$ cat config.mk
export PLATFORM = sky130hd
export DESIGN_NAME = ifns_rx_decode_arb
export DESIGN_NICKNAME = d
export VERILOG_FILES = /design/src/rtl/ifns_pkg.sv /design/src/rtl/ifns_15di_sum16.sv /design/src/rtl/ifns_rx_decode_arb.sv
export SDC_FILE = /design/constraint.sdc
export NUM_CORES = 1
export LEC_CHECK = 0
export CORE_UTILIZATION = 64
export DETAILED_ROUTE_END_ITERATION = 12
export PLACE_DENSITY = 0.84
export SETUP_SLACK_MARGIN = 0.4
export SYNTH_ARGS = -nofsm -noshare
export SYNTH_HDL_FRONTEND = slang
export SYNTH_SLANG_ARGS = --single-unit
$ cat constraint.sdc
create_clock -name clk -period 41.6 [get_ports clk]
set_input_delay 12.48 -clock clk [delete_from_list [all_inputs] [get_ports clk]]
set_output_delay 12.48 -clock clk [all_outputs]
set_load 0.005 [all_outputs]
$ cat src/rtl/ifns_pkg.sv
// Shared constants, codeword type, weight table and crosstalk rule for the
// IFNS 21-wire receive decoder.
package ifns_pkg;

  localparam int CW = 21;
  localparam int DW = 15;

  typedef logic [CW-1:0] code_t;

  // Wire weights, index 0 = d1 ... index 20 = d21 (listed MSB first).
  localparam logic [CW-1:0][15:0] WEIGHTS = {
    16'd17711, 16'd6765, 16'd4181, 16'd2584, 16'd1597, 16'd987, 16'd610,
    16'd377,   16'd233,  16'd144,  16'd89,   16'd55,   16'd34,  16'd21,
    16'd13,    16'd8,    16'd5,    16'd3,    16'd2,    16'd1,   16'd1
  };

  // Two adjacent wires that both toggle, in opposite directions, are forbidden.
  function automatic logic ifns_xt_violation(input code_t prev, input code_t cur);
    logic v;
    v = 1'b0;
    for (int i = 0; i < CW - 1; i++)
      v = v | ((prev[i] ^ cur[i]) & (prev[i+1] ^ cur[i+1]) & (cur[i] ^ cur[i+1]));
    return v;
  endfunction

endpackage

$ cat src/rtl/ifns_15di_sum16.sv
// Combinational weighted sum of a 21-wire codeword; max 35421 fits in 16 bits.
module ifns_15di_sum16
  import ifns_pkg::*;
(
  input  code_t       code,
  output logic [15:0] sum
);

  // Accumulate the weight of every asserted wire.
  always_comb begin
    sum = '0;
    for (int i = 0; i < CW; i++)
      if (code[i]) sum = sum + WEIGHTS[i];
  end

endmodule

$ cat src/rtl/ifns_rx_decode_arb.sv
// Per-lane one-entry codeword buffers, round-robin grant into one shared
// decoder, registered output stage and saturating error counter.
module ifns_rx_decode_arb #(
  parameter int N_LANES = 4,
  parameter int CW      = ifns_pkg::CW,
  parameter int DW      = ifns_pkg::DW
) (
  input  logic                         clk,
  input  logic                         rst_n,
  input  logic [N_LANES-1:0]           in_valid,
  output logic [N_LANES-1:0]           in_ready,
  input  logic [N_LANES*CW-1:0]        in_code,
  output logic                         out_valid,
  input  logic                         out_ready,
  output logic [DW-1:0]                out_data,
  output logic [$clog2(N_LANES)-1:0]   out_lane,
  output logic                         out_xt_err,
  output logic                         out_rng_err,
  output logic [15:0]                  err_cnt,
  input  logic                         cnt_clr
);
  import ifns_pkg::*;

  localparam int LW = $clog2(N_LANES);

  logic [N_LANES-1:0]          full;
  logic [N_LANES-1:0][CW-1:0]  bufs;
  logic [N_LANES-1:0][CW-1:0]  prev;
  logic [LW-1:0]               last_grant;
  logic [LW-1:0]               win;
  logic                        found;
  logic                        grant;
  code_t                       cur;
  logic [15:0]                 sum;
  logic                        xt;
  logic                        word_err;

  assign in_ready = ~full;

  // Round-robin search: first full lane above the last winner, wrapping.
  always_comb begin
    int idx;
    found = 1'b0;
    win   = '0;
    for (int j = 1; j <= N_LANES; j++) begin
      idx = (int'(last_grant) + j) % N_LANES;
      if (!found && full[LW'(idx)]) begin
        found = 1'b1;
        win   = LW'(idx);
      end
    end
  end

  // Grant whenever something waits and the output register can take a word.
  assign grant    = found & (!out_valid | out_ready);
  assign cur      = bufs[win];
  assign xt       = ifns_xt_violation(prev[win], cur);
  assign word_err = xt | sum[DW];

  ifns_15di_sum16 u_sum (
    .code (cur),
    .sum  (sum)
  );

  // Lane buffers: grant empties (no same-cycle reload), handshake fills.
  always_ff @(posedge clk or negedge rst_n) begin
    if (!rst_n) begin
      full       <= '0;
      bufs       <= '0;
      prev       <= '0;
      last_grant <= LW'(N_LANES - 1);
    end else begin
      for (int k = 0; k < N_LANES; k++) begin
        if (grant && win == LW'(k)) begin
          full[k] <= 1'b0;
          prev[k] <= bufs[k];
        end else if (in_valid[k] && !full[k]) begin
          full[k] <= 1'b1;
          bufs[k] <= in_code[k*CW +: CW];
        end
      end
      if (grant) last_grant <= win;
    end
  end

  // Output register: load on grant, drop valid when drained, else hold.
  always_ff @(posedge clk or negedge rst_n) begin
    if (!rst_n) begin
      out_valid   <= 1'b0;
      out_data    <= '0;
      out_lane    <= '0;
      out_xt_err  <= 1'b0;
      out_rng_err <= 1'b0;
    end else if (grant) begin
      out_valid   <= 1'b1;
      out_data    <= sum[DW-1:0];
      out_lane    <= win;
      out_xt_err  <= xt;
      out_rng_err <= sum[DW];
    end else if (out_ready) begin
      out_valid   <= 1'b0;
    end
  end

  // Saturating count of granted words carrying any error; clear has priority.
  always_ff @(posedge clk or negedge rst_n) begin
    if (!rst_n)
      err_cnt <= '0;
    else if (cnt_clr)
      err_cnt <= '0;
    else if (grant && word_err && err_cnt != 16'hFFFF)
      err_cnt <= err_cnt + 16'd1;
  end

endmodule
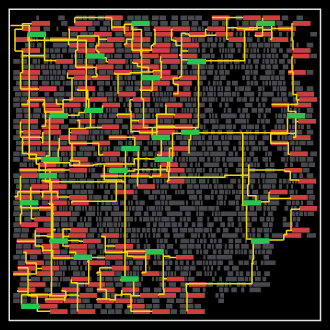
Fig. 1. Clock wires, drivers and flops.
Scale: 2 px per µm.
[flip-flops] red | count: 210
[clock wires] yellow | length: 2790 µm
[cells driving clock nets] green | count: 24
routed clock nets	25

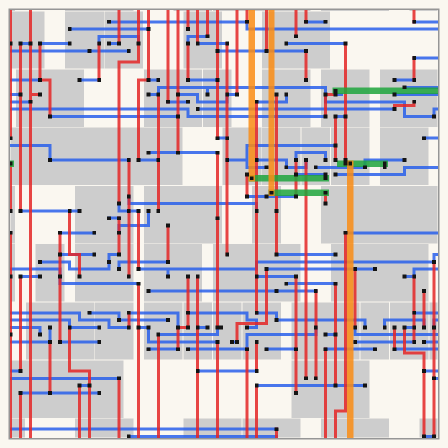
Fig. 2. Zoomed window.
Region (106, 29) to (126, 49) µm. Cells in gray, sequential cells in the stronger gray; small squares are vias.
layer	color
met4	orange
met1	blue
met2	red
met3	green
most frequent	a21oi_1 (5)
sequential cells in the window	0
cells with their middle in the window	37

==> flow_metrics.env <==
# implementation run metrics
export IMPL_status="completed"
export IMPL_path_max_fanout=49
export IMPL_ys_sh_xor=0.0977
export IMPL_top_layer="met4"
export IMPL_min_period_over_period=0.370
export IMPL_dp_cells=1970
export IMPL_seq_area_um2=5260
export IMPL_hp_class="reg2reg"
export IMPL_fp_dieH_um=155
export IMPL_simple_gate_area_frac=0.182
export IMPL_die_x_um=155
export IMPL_logic_area_um2=9300
export IMPL_wl_met1_um=15500
export IMPL_grt_pass1_vias=12600
export IMPL_openroad_warnings=27
export IMPL_first_iter_violations=908
export IMPL_slew_violations=0
export IMPL_nets=1796
export IMPL_place_hpwl_um=26800
export IMPL_finalWirelength_um=38000
export IMPL_antenna_found_initial=0
export IMPL_endpoint_kind="register"
export IMPL_r2r_slack_ns=26.22
export IMPL_clk_share=0.0474
export IMPL_grt_pass1_wl_um=62300
export IMPL_fillers=1534
export IMPL_synth_adder_area_share=0.0182
export IMPL_grt_usage=0.322
export IMPL_yosysTopAreaCell="dfrtp_1"
export IMPL_worst_slack_ns=26.22
export IMPL_reg2reg_to="err_cnt[11]"
export IMPL_yosys_most_used_dff="dfrtp_1"
export IMPL_drtPass1Iterations=5
export IMPL_logic_family="simple AND/OR/NAND/NOR gates"
export IMPL_clock_sinks=210
export IMPL_core_area_um2=22800
export IMPL_synth_distinct_cells=100
export IMPL_max_cap_violations=0
export IMPL_clock_latency_ns=0.54
export IMPL_setup_violations=0
export IMPL_met2_length_um=18800
worst max-delay path: cells and delay by family, from the launching register on:
kind,cells,cell delay [ns]
compound gates,10,3.16
xor+xnor,8,2.70
fa+ha+maj,7,2.13
buf+inv,5,1.15
flops,1,0.60
mux,6,1.61
simple gates,16,3.86
synthesized netlist by cell type (14+ instances only):
cell and instances:
and3_1 33, clkbuf_1 49, o21a_1 16, nor3_1 28, mux2i_1 62, xor2_1 38
xnor2_1 65, o21ai_1 14, a21oi_1 52, nor2_1 95, a211oi_1 20, mux2_2 173
dfrtp_1 208, o21ai_0 67, a31oi_1 33, nor2b_1 15, ha_1 21, nand2_1 225
inv_1 30, nand3_1 38, or3_1 19, and2_1 25, nand2b_1 16, buf_1 16
